Figure 1. Clock network drawn from the DEF.
The bar under the picture is 20 um long.
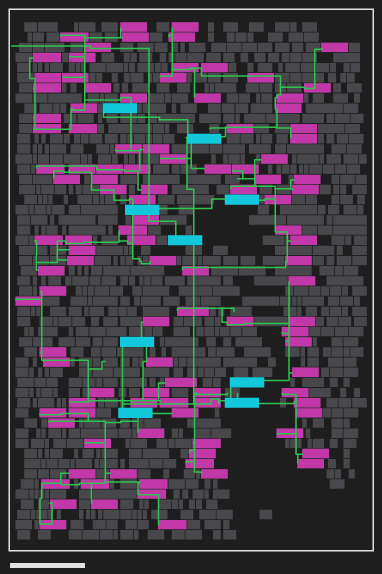
Figure 2. Routed metal, one color a layer.
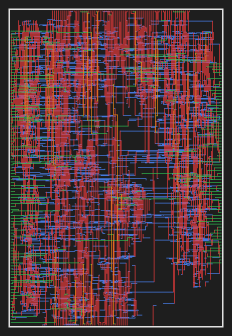
Figure 3. Metal 3.
The bar under the picture is 20 um long.
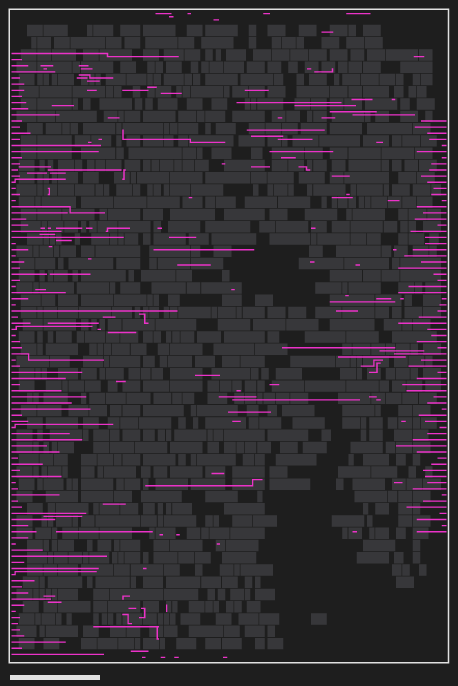
Figure 4. Met2 routing.
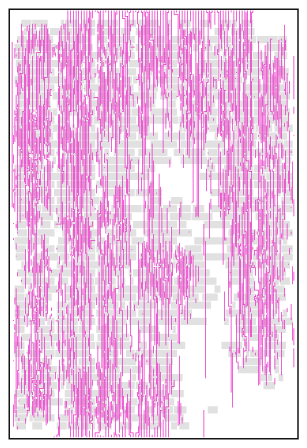
[src/rtl/mem_arbiter_pkg.sv]
// mem_arbiter_pkg: shared widths, func3 codes and FSM/owner encodings for the memory arbiter
package mem_arbiter_pkg;
  localparam int AddrWidth  = 32;
  localparam int DataWidth  = 32;
  localparam int Func3Width = 3;
  localparam logic [Func3Width-1:0] F3_LB  = 3'b000;
  localparam logic [Func3Width-1:0] F3_LH  = 3'b001;
  localparam logic [Func3Width-1:0] F3_LW  = 3'b010;
  localparam logic [Func3Width-1:0] F3_LBU = 3'b100;
  localparam logic [Func3Width-1:0] F3_LHU = 3'b101;
  typedef enum logic [1:0] {S_IDLE, S_ISSUE, S_WAIT, S_DONE} state_e;
  typedef enum logic {OWN_FETCH, OWN_DATA} owner_e;
endpackage

[src/rtl/mem_align_check.sv]
// mem_align_check: flags misaligned or illegal accesses before they reach memory
module mem_align_check
  import mem_arbiter_pkg::*;
(
  input  logic [Func3Width-1:0] func3,
  input  logic [1:0]            addr,
  input  logic                  we,
  input  logic                  is_fetch,
  output logic                  err
);
  always_comb begin
    err = 1'b1;
    if (is_fetch) err = |addr;
    else
      unique case (func3)
        F3_LB:   err = 1'b0;
        F3_LH:   err = addr[0];
        F3_LW:   err = |addr;
        F3_LBU:  err = we;
        F3_LHU:  err = we | addr[0];
        default: err = 1'b1;
      endcase
  end
endmodule

[src/rtl/mem_arbiter.sv]
// mem_arbiter: arbitrates fetch and data requests onto a fixed-latency memory port
module mem_arbiter
  import mem_arbiter_pkg::*;
#(
  parameter int MEM_LATENCY = 2
) (
  input  logic                  clk,
  input  logic                  reset,
  input  logic                  if_req,
  input  logic [AddrWidth-1:0]  if_addr,
  output logic                  if_ready,
  output logic [DataWidth-1:0]  if_rdata,
  output logic                  if_err,
  input  logic                  d_req,
  input  logic                  d_we,
  input  logic [Func3Width-1:0] d_func3,
  input  logic [AddrWidth-1:0]  d_addr,
  input  logic [DataWidth-1:0]  d_wdata,
  output logic                  d_ready,
  output logic                  d_err,
  output logic [DataWidth-1:0]  d_rdata,
  output logic                  mem_en,
  output logic                  mem_we,
  output logic [AddrWidth-1:0]  mem_addr,
  output logic [DataWidth-1:0]  mem_wdata,
  output logic [Func3Width-1:0] mem_func3,
  input  logic [DataWidth-1:0]  mem_rdata,
  output logic                  busy
);
  state_e                state_q, state_d;
  owner_e                owner_q;
  logic [1:0]            starve_q, starve_d;
  logic [2:0]            cnt_q;
  logic [AddrWidth-1:0]  addr_q, sel_addr;
  logic [DataWidth-1:0]  wdata_q, rdata_q;
  logic [Func3Width-1:0] func3_q, sel_func3;
  logic                  we_q, err_q, grant_data, any_req, sel_we, mis, done;
  assign any_req    = if_req | d_req;
  assign grant_data = d_req & ~(if_req & (starve_q == 2'd3));
  assign sel_addr   = grant_data ? d_addr : if_addr;
  assign sel_func3  = grant_data ? d_func3 : F3_LW;
  assign sel_we     = grant_data & d_we;
  assign starve_d   = ~grant_data ? 2'd0 : (if_req && starve_q != 2'd3) ? starve_q + 2'd1 : starve_q;
  mem_align_check u_align (
    .func3   (sel_func3),
    .addr    (sel_addr[1:0]),
    .we      (sel_we),
    .is_fetch(~grant_data),
    .err     (mis)
  );
  always_comb begin
    state_d = state_q;
    unique case (state_q)
      S_IDLE:  state_d = ~any_req ? S_IDLE : mis ? S_DONE : S_ISSUE;
      S_ISSUE: state_d = S_WAIT;
      S_WAIT:  state_d = (cnt_q == 3'd0) ? S_DONE : S_WAIT;
      default: state_d = S_IDLE;
    endcase
  end
  always_ff @(posedge clk) begin
    if (reset) begin
      state_q  <= S_IDLE;
      owner_q  <= OWN_FETCH;
      starve_q <= '0;
      cnt_q    <= '0;
      addr_q   <= '0;
      wdata_q  <= '0;
      func3_q  <= '0;
      we_q     <= 1'b0;
      err_q    <= 1'b0;
      rdata_q  <= '0;
    end else begin
      state_q <= state_d;
      if (state_q == S_IDLE && any_req) begin
        owner_q  <= grant_data ? OWN_DATA : OWN_FETCH;
        addr_q   <= sel_addr;
        func3_q  <= sel_func3;
        we_q     <= sel_we;
        wdata_q  <= grant_data ? d_wdata : '0;
        err_q    <= mis;
        rdata_q  <= '0;
        starve_q <= starve_d;
      end
      if (state_q == S_ISSUE) cnt_q <= 3'(MEM_LATENCY - 1);
      if (state_q == S_WAIT) begin
        cnt_q <= (cnt_q == 3'd0) ? cnt_q : cnt_q - 3'd1;
        if (cnt_q == 3'd0) rdata_q <= we_q ? '0 : mem_rdata;
      end
    end
  end
  assign done      = state_q == S_DONE;
  assign busy      = state_q != S_IDLE;
  assign mem_en    = state_q == S_ISSUE;
  assign mem_we    = we_q & mem_en;
  assign mem_addr  = addr_q;
  assign mem_wdata = wdata_q;
  assign mem_func3 = func3_q;
  assign if_ready  = done & (owner_q == OWN_FETCH);
  assign d_ready   = done & (owner_q == OWN_DATA);
  assign if_err    = if_ready & err_q;
  assign d_err     = d_ready & err_q;
  assign if_rdata  = if_ready ? rdata_q : '0;
  assign d_rdata   = d_ready ? rdata_q : '0;
endmodule

[config.mk]
export PLATFORM = sky130hd
export DESIGN_NAME = mem_arbiter
export DESIGN_NICKNAME = d
export VERILOG_FILES = /design/src/rtl/mem_arbiter_pkg.sv /design/src/rtl/mem_align_check.sv /design/src/rtl/mem_arbiter.sv
export SDC_FILE = /design/constraint.sdc
export NUM_CORES = 1
export LEC_CHECK = 0
export ABC_CLOCK_PERIOD_IN_PS = 1700
export CAP_MARGIN = 20
export CORE_ASPECT_RATIO = 1.5
export CORE_UTILIZATION = 35
export DETAILED_ROUTE_END_ITERATION = 6
export PLACE_DENSITY = 0.78
export SETUP_SLACK_MARGIN = 0.3
export SYNTH_ARGS = -nofsm -noshare
export SYNTH_HDL_FRONTEND = slang
export SYNTH_SLANG_ARGS = --single-unit
[constraint.sdc]
create_clock -name clk -period 1.7 [get_ports clk]
set_clock_uncertainty 0.15 [all_clocks]
set_input_delay 0.17 -clock clk [delete_from_list [all_inputs] [get_ports clk]]
set_output_delay 0.17 -clock clk [all_outputs]
set_load 0.005 [all_outputs]
==> flow_summary.toml <==
# synthesis and place-and-route metrics
[synthesis]
async_flop_share_pct = 0
aoi_share_pct = 18.00
ys_seq_share_pct = 45.97
syn_inst = 588
edf_count = 0
avgSynthCellArea_um2 = 8.073
synthTopCellsByArea = "dfxtp_1, nand2_1, a311oi_1"
top_area_cell = "dfxtp_1"
yosys.cell_types.count = 35
synthTopCellsByCount = "dfxtp_1, nand2_1, nor2_1"
ys.flops = 109
yosysWarnings = 0
syn-cell-area_mm2 = 0.004747
ys.flop_type = "dfxtp_1"
synth-simple-area-share_pct = 28.47
topCombFamilyByArea = "simple AND/OR/NAND/NOR gates"
yosys_cells = 588
ys_chip_area_mm2 = 0.004747
synth.area.mux_share_pct = 0
synthAdderAreaFrac_pct = 2.109
syn_nets = 732
top_cell_area_share_pct = 45.97
top_cell = "dfxtp_1"

[placement]
placed_cell_area_mm2 = 0.007910
dp.final_hpwl_mm = 12.28
port_buffers = 273
gp_congestion = 0.7620

[cells_and_area]
instances_no_fill = 1072
logic_area_mm2 = 0.002810
biggestCellCategory = "buffers"
final_cell_mix = "clkdlybuf4s50_1, nand2_1, dfxtp_1"
nonClkBufAreaFrac_pct = 44.21
fin_util_pct = 76.11
fillers = 831
n_antenna_cell = 0
seq_area_mm2 = 0.002212
buffers = 367
final_cell_area_mm2 = 0.009956
lay_top_count = "clkdlybuf4s50_1"
clkbuf_count = 9
sh_seq_area_pct = 22.22
logic_gate_count = 414
comb_share_pct = 28.23
finalNetCount = 1052
syn2layout_area_growth_pct = 109.7
num-nonclk-inverters = 7
clock_area_share_pct = 3.004

[power_and_ir_drop]
pg_seq_w = 0.00361
vdd_drop_max_mv = 0.7561
internal_power_w = 0.008494
cellPowerDensity_mw_per_mm2 = 1334
switching_share_pct = 36.02
power.total_w = 0.01328
p_switching_w = 0.004782
p_leak_nw = 5.056
p_comb_w = 0.00754
pwr-share-seq_pct = 27.2
power_frac_comb_pct = 56.8

[critical_path]
r2r_slack_ns = -0.28
endpoint = "rdata_q[20]$_SDFF_PP0_"
path_cells = "buf_4 -> inv_4 -> ha_4 -> buf_4 -> buf_8 -> o21ai_4 -> buf_12 -> buf_12 -> buf_16 -> a32oi_1 -> nor2_1"
path_depth = 11
startpoint = "state_q[1]$_SDFF_PP0_"
crit_path_start_kind = "flop"
cp-end-kind = "flop"
required_ns = 1.78
cp_max_fo = 6
reg2reg_depth = 11
cpMaxStageDelayCell = "dfxtp_4"
cpPeakStageDelay_ns = 0.36
rr_endpoint = "rdata_q[20]$_SDFF_PP0_"
path_class = "flop to flop"
arrival_ns = 2.06
r2r-start = "state_q[1]$_SDFF_PP0_"
cp_num_buf_inv = 7

[job]
warning_count = 36
drv_cap = 0

[die]
fp_util_pct = 36.29
die_x_um = 97.09
die_area_mm2 = 0.01404
ios = 274
core_mm2 = 0.01308
row_count = 51
tapCellCount = 159

[drt]
firstDrtPassIters = 5
wl_met3_mm = 1.645
drcViolationCount = 0
vias = 5949
met1_length_mm = 7.246
top_layer = "met4"
ant_nets = 0
wl_met2_mm = 12.21

[final_timing]
setup_ws_ns = -0.2785
drv_slew = 0
finalSetupViolCount = 176
period_minus_slack_ns = 1.979
rsz0062_at_grt = "true"
fmax_mhz = 505.4
whs_ns = 0.1875
finalHoldViolations = 0
fin_tns_setup_ns = -24.26
final.period_utilization_pct = 116.4
worst_pin_slew_ns = 0.5634
maxSlewHeadroom_pct = 62.44

[grt]
grt_use_met2_pct = 54.45
grt_overflow_total = 0
grt_max_degree = 110
first_global_vias = 5931
grt_use_met3_pct = 7.637
grt_use_met1_pct = 26.44
grt_pass1_wl_mm = 30.42
top_usage_layer = "met2"

[clocking]
post_cts_resized = 327
clk_path_buf_depth = 2
cts-root-buf = "clkbuf_16"
cts_tree = "yes"
cts_hold_buf = 0
postCtsSetupBuffers = 21
htreeDepth = 3
cts_buffers = 9
clk_transition_reported_paths_ns = 0.08

[worst_hold_path]
hold_depth = 3
worstHoldStart = "reset"
min_to = "rdata_q[19]$_SDFF_PP0_"
hold_class = "primary input to flop"

[run_status]
violations = "setup timing"
status = "finished, violations left"
Notes on Figure 1 above:
[magenta] flip-flops | count: 109
[green] clock wires | length: 1240 um
[cyan] clock-net drivers | count: 9
flops lie: all over the die
clock latency on the worst-skew pair: 0.35 ns
P_clk: 0.00213 W
Clock power frac: 16.0%

Notes on Figure 2 above:
| color | layer | wire length |
|---|---|---|
| red | M2 | 12200 um |
| green | M3 | 1650 um |
| blue | M1 | 7250 um |
| orange | M4 | 1010 um |
drt wl/cell: 20.63 um
Routed Wire Length: 22.12 mm
total track usage: 27.59%

Notes on Figure 3 above:
main direction: horizontal
share of all routed wire: 7.4%

Notes on Figure 4 above:
share of all routed wire: 55%
nets with wire on the layer: 942
longest straight run: 55.8 um
wire length on this layer: 12200 um
main direction: vertical

Power is estimated from default activity; no workload was simulated.
